$ cat src/rtl/cache_ctrl_nway.sv
// N-way set-associative cache controller FSM: lookup, write hit, write-through,
// dirty eviction burst, line fill burst, tag update, with a RAM timeout watchdog.
module cache_ctrl_nway #(
  parameter int WAYS        = 4,
  parameter int LINE_WORDS  = 4,
  parameter int WRITE_BACK  = 1,
  parameter int RAM_TIMEOUT = 255,
  localparam int WAY_W      = $clog2(WAYS),
  localparam int WORD_W     = $clog2(LINE_WORDS),
  localparam int TMO_W      = $clog2(RAM_TIMEOUT + 1)
) (
  input  logic              clk,
  input  logic              not_reset,
  input  logic              sys_rd,
  input  logic              sys_wr,
  input  logic [WAYS-1:0]   hit_vec,
  input  logic              victim_dirty,
  input  logic              ram_ack,
  output logic              ram_avalid,
  output logic              ram_rnw,
  output logic [WORD_W-1:0] ram_word_idx,
  output logic [WAY_W-1:0]  way_sel,
  output logic [WAY_W-1:0]  victim_way,
  output logic              data_we,
  output logic              data_sel,
  output logic              tag_we,
  output logic              dirty_set,
  output logic              dirty_clr,
  output logic              sys_ack,
  output logic              sys_err,
  output logic [3:0]        dbg_state
);

  typedef enum logic [3:0] {
    S_IDLE, S_LOOKUP, S_WHIT, S_WTHRU, S_EVICT, S_FILL, S_UPDATE, S_ACK, S_ERR
  } state_e;

  localparam logic [WORD_W-1:0] CNT_LAST = WORD_W'(LINE_WORDS - 1);
  localparam logic [TMO_W-1:0]  TMO_LAST = TMO_W'(RAM_TIMEOUT - 1);

  state_e              state_q;
  logic [WAY_W-1:0]    victim_q;
  logic [WAY_W-1:0]    way_q;
  logic [WORD_W-1:0]   cnt_q;
  logic [TMO_W-1:0]    tmo_q;
  logic                wr_q;
  logic [WAY_W-1:0]    hit_idx;
  logic                hit_any;

  // Lowest-index matching way wins when several tags match.
  always_comb begin
    hit_idx = '0;
    for (int i = WAYS - 1; i >= 0; i--) begin
      if (hit_vec[i]) hit_idx = WAY_W'(i);
    end
  end

  assign hit_any    = |hit_vec;
  assign victim_way = victim_q;
  assign dbg_state  = state_q;

  always_ff @(posedge clk or negedge not_reset) begin
    if (!not_reset) begin
      state_q  <= S_IDLE;
      victim_q <= '0;
      way_q    <= '0;
      cnt_q    <= '0;
      tmo_q    <= '0;
      wr_q     <= 1'b0;
    end else begin
      case (state_q)
        S_IDLE: begin
          if (sys_rd ^ sys_wr) begin
            wr_q    <= sys_wr;
            state_q <= S_LOOKUP;
          end
        end
        S_LOOKUP: begin
          cnt_q <= '0;
          tmo_q <= '0;
          if (hit_any) begin
            way_q   <= hit_idx;
            state_q <= wr_q ? S_WHIT : S_ACK;
          end else if ((WRITE_BACK != 0) && victim_dirty) begin
            state_q <= S_EVICT;
          end else begin
            state_q <= S_FILL;
          end
        end
        S_WHIT: begin
          tmo_q   <= '0;
          state_q <= (WRITE_BACK != 0) ? S_ACK : S_WTHRU;
        end
        // Watchdog restarts on every accepted beat, so it bounds each beat, not the burst.
        S_WTHRU, S_EVICT, S_FILL: begin
          if (ram_ack) begin
            tmo_q <= '0;
            if (state_q == S_WTHRU) begin
              state_q <= S_ACK;
            end else begin
              cnt_q <= cnt_q + 1'b1;
              if (cnt_q == CNT_LAST) state_q <= (state_q == S_EVICT) ? S_FILL : S_UPDATE;
            end
          end else if (tmo_q == TMO_LAST) begin
            state_q <= S_ERR;
          end else begin
            tmo_q <= tmo_q + 1'b1;
          end
        end
        S_UPDATE: begin
          victim_q <= victim_q + 1'b1;
          state_q  <= S_LOOKUP;
        end
        S_ACK, S_ERR: begin
          if (!sys_rd && !sys_wr) state_q <= S_IDLE;
        end
        default: state_q <= S_IDLE;
      endcase
    end
  end

  always_comb begin
    ram_avalid   = 1'b0;
    ram_rnw      = 1'b1;
    ram_word_idx = '0;
    way_sel      = way_q;
    data_we      = 1'b0;
    data_sel     = 1'b0;
    tag_we       = 1'b0;
    dirty_set    = 1'b0;
    dirty_clr    = 1'b0;
    sys_ack      = 1'b0;
    sys_err      = 1'b0;
    case (state_q)
      S_LOOKUP: way_sel = hit_idx;
      S_WHIT: begin
        data_we   = 1'b1;
        dirty_set = (WRITE_BACK != 0);
      end
      S_WTHRU: begin
        ram_avalid = 1'b1;
        ram_rnw    = 1'b0;
      end
      S_EVICT: begin
        ram_avalid   = 1'b1;
        ram_rnw      = 1'b0;
        way_sel      = victim_q;
        ram_word_idx = cnt_q;
      end
      S_FILL: begin
        ram_avalid   = 1'b1;
        way_sel      = victim_q;
        ram_word_idx = cnt_q;
        data_sel     = 1'b1;
        data_we      = ram_ack;
      end
      S_UPDATE: begin
        tag_we    = 1'b1;
        dirty_clr = 1'b1;
        way_sel   = victim_q;
      end
      S_ACK: sys_ack = 1'b1;
      S_ERR: begin
        sys_ack = 1'b1;
        sys_err = 1'b1;
      end
      default: ;
    endcase
  end

endmodule

$ cat config.mk
export PLATFORM = sky130hd
export DESIGN_NAME = cache_ctrl_nway
export DESIGN_NICKNAME = d
export VERILOG_FILES = /design/src/rtl/cache_ctrl_nway.sv
export SDC_FILE = /design/constraint.sdc
export NUM_CORES = 1
export LEC_CHECK = 0
export ABC_AREA = 1
export CAP_MARGIN = 20
export CORE_MARGIN = 2
export CORE_UTILIZATION = 35
export DETAILED_ROUTE_END_ITERATION = 10
export HOLD_SLACK_MARGIN = 0.06
export MAX_ROUTING_LAYER = met4
export SLEW_MARGIN = 25
export SYNTH_ARGS = -nofsm -noshare
export SYNTH_HDL_FRONTEND = slang
export SYNTH_SLANG_ARGS = --single-unit
$ cat constraint.sdc
create_clock -name clk -period 2.6 [get_ports clk]
set_input_delay 0.39 -clock clk [delete_from_list [all_inputs] [get_ports clk]]
set_output_delay 0.39 -clock clk [all_outputs]
set_load 0.005 [all_outputs]
==> images/flops_by_reg.png <==
Drawn at 4 px/um. Other sequential cells in the stronger gray, the rest of the logic in the fainter gray.
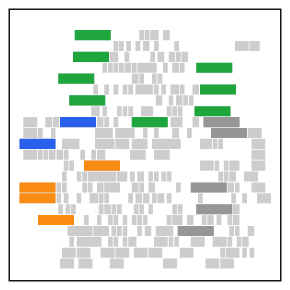
legend:
  tmo_q:
    color: green
    flops: 8
  dbg_state:
    color: orange
    flops: 4
  cnt_q:
    color: blue
    flops: 2
not colored: 5

==> results.cfg <==
; implementation run metrics
[worst_setup_path]
cp_top_family = simple AND/OR/NAND/NOR gates
timing.rr.start = dbg_state[2]$_DFFE_PN0P_
r2r-end = tmo_q[7]$_DFFE_PN0P_
path_depth = 6
critPathSlowestCell = clkdlybuf4s50_1
rrSetupSlack_ns = 1.05
crit_buf_inv = 1
max_stage_delay_ns = 0.52
crit_chain = nor2_4, nand3_4, nor2_1, nand2_1, o211ai_1, clkdlybuf4s50_1
path_class = reg -> out
cp_max_fo = 9
crit_path_start_kind = register
arrival_ns = 2.05
end_kind = output port
cp-endpoint = way_sel[0]
r2r.worst_path.cells = 8
worstPathRequired_ns = 2.21
crit_start = dbg_state[2]$_DFFE_PN0P_

[floorplan]
fp_util_pct = 35.8
dieHeight_um = 67.5
io_pins = 29
core_sq_um = 3940
die-area_sq_um = 4550
die_width_um = 67.5
fp-row-count = 23

[finish]
design_area_sq_um = 1810
drive_gt1_share_pct = 9.62
layout.cells.most_common_list = nand2_1, inv_1, nor2_1, clkdlybuf4s50_1, dfrtp_1
synthToLayoutAreaGrowth_pct = 28.0
lay_top_count = nand2_1
utilization_pct = 45.8
antenna_cells = 0
final_nets = 254
instances_no_fill = 289

[final_timing]
min_period_ns = 2.44
fin_crit_sh_pct = 93.8
drv_slew = 0
tns_ns = 0
max_freq_mhz = 410
rsz0062_at_grt = false
whs_ns = 0.456
max_slew_margin_pct = 78.1
layout_setup_ws_ns = 0.162
finalClockSkew_ns = 0.00586
final-hold-violation-count = 0
setup_viol = 0
worstMarginPinSlew_ns = 0.329

[clock_network]
clock_sinks = 19
cts_made_buffers = 3
cts_setup_buffers = 0
cts_resized = 0
cts_tree = built
clkTransAtPathRegs_ns = 0.08
cts_hold_buf = 0
htreeDepth = 1
cts-root-buf = clkbuf_8
clk_latency_ns = 0.26
cts_max_path_buffers = 2

[place]
dp_hpwl_um = 2480
dpl_cell_area_sq_um = 1760
gp_congestion = 0.920
portBuffers = 28
numPlacedInstances = 285
dpl_worst_slack_ns = 0.288

[global_routing]
use_met2_pct = 24.0
overflow = 0
grt.busiest_layer = met2
grt_pass1_vias = 1163
grtUsageMet1_pct = 20.9
grt.met3_usage_pct = 2.50
grt_max_degree = 20
antenna_found_initial = 0
grt_usage_pct = 15.5
grt_pass1_wl_um = 5200

[yosys]
synth_top_area_share_pct = 33.7
flop_cell = dfrtp_1
syn_nets = 220
ys_warn_count = 0
yosysTopAreaCell = dfrtp_1
synth.most_common_cell = nand2_1
ys_cells = 206
synth-xor-area-share_pct = 1.86
synth.cellmix.compoundShare_pct = 6.74
syn_area_sq_um = 1410
netlist_instances = 206
common_cells = nand2_1, inv_1, nor2_1
yosys.area_share.adder_pct = 3.55
topCellsByArea = dfrtp_1, nand2_1, inv_1
ys_ff = 19
synth.avg_cell_area_sq_um = 6.85
mux_share_pct = 0
synth.logic.top_family = simple AND/OR/NAND/NOR gates
simple_gate_share_pct = 43.7
yosysUniqueCellTypes = 29
ys_chip_area_sq_um = 1410
ys_async_sr_fraction_pct = 100
ys_seq_share_pct = 33.7
synth-edff-count = 0

[status]
run_status = finished clean

[route]
drt-met1-wl_um = 1630
via_per_inst = 4.48
wl_met2_um = 1370
wl_per_cell_um = 10.8
drtAntennaViolNets = 0
drc = 0
drt_iter0_markers = 44
wl_met3_um = 97
vias = 1295
wl_um = 3130
dr.pass1.iters = 4
top_layer = met4

[power_and_ir_drop]
p_per_area_nw_per_um2 = 1050
total_leakage_power_nw = 0.918
total_power_mw = 1.90
ir_drop_uv = 657

[worst_hold_path]
hold_class = in -> async

[run]
log.warning_count = 27
cap_violations = 0
==> images/io_fan.png <==
Drawn at 8 px/um.
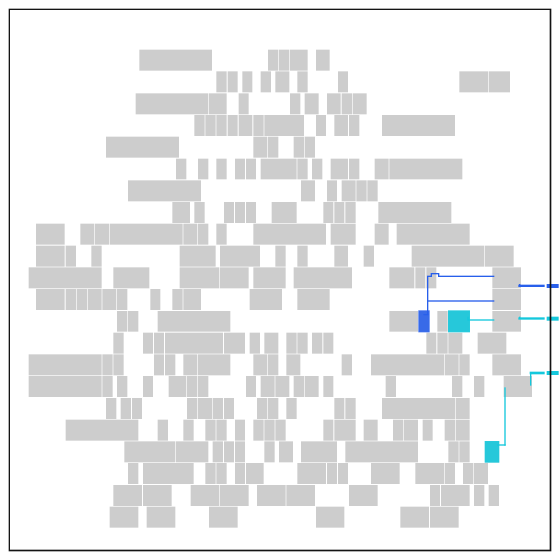
legend:
  way_sel:
    color: cyan
    bits: 2
    direction: output
    end_cells: 2
    buffers: 2
    wire: 17.9 um
  dirty_clr:
    color: blue
    bits: 1
    direction: output
    end_cells: 1
    buffers: 1
    wire: 25.6 um

where the power goes:
group / internal [mW] / leakage [nW] / switching, mW / total [mW]
Combinational: 0.512 / 0.644 / 0.669 / 1.18
Clock: 0.109 / 0.0228 / 0.104 / 0.213
Sequential: 0.390 / 0.250 / 0.119 / 0.508
Total: 1.01 / 0.918 / 0.891 / 1.90
registers in the layout (all words and copies together), names as in the netlist:
signal and flops:
way_q 2, wr_q 1, tmo_q 8, cnt_q 2, dbg_state 4, victim_way 2
area by class of cell:
| type | count | area [sq um] |
|---|---|---|
| Fill cell | 408 | 2140 |
| Clock buffer | 4 | 45.0 |
| Tap cell | 50 | 62.6 |
| Inverter | 36 | 139 |
| Timing Repair Buffer | 30 | 295 |
| Multi-Input combinational cell | 150 | 788 |
| Sequential cell | 19 | 475 |
Power is estimated from default activity; no workload was simulated.
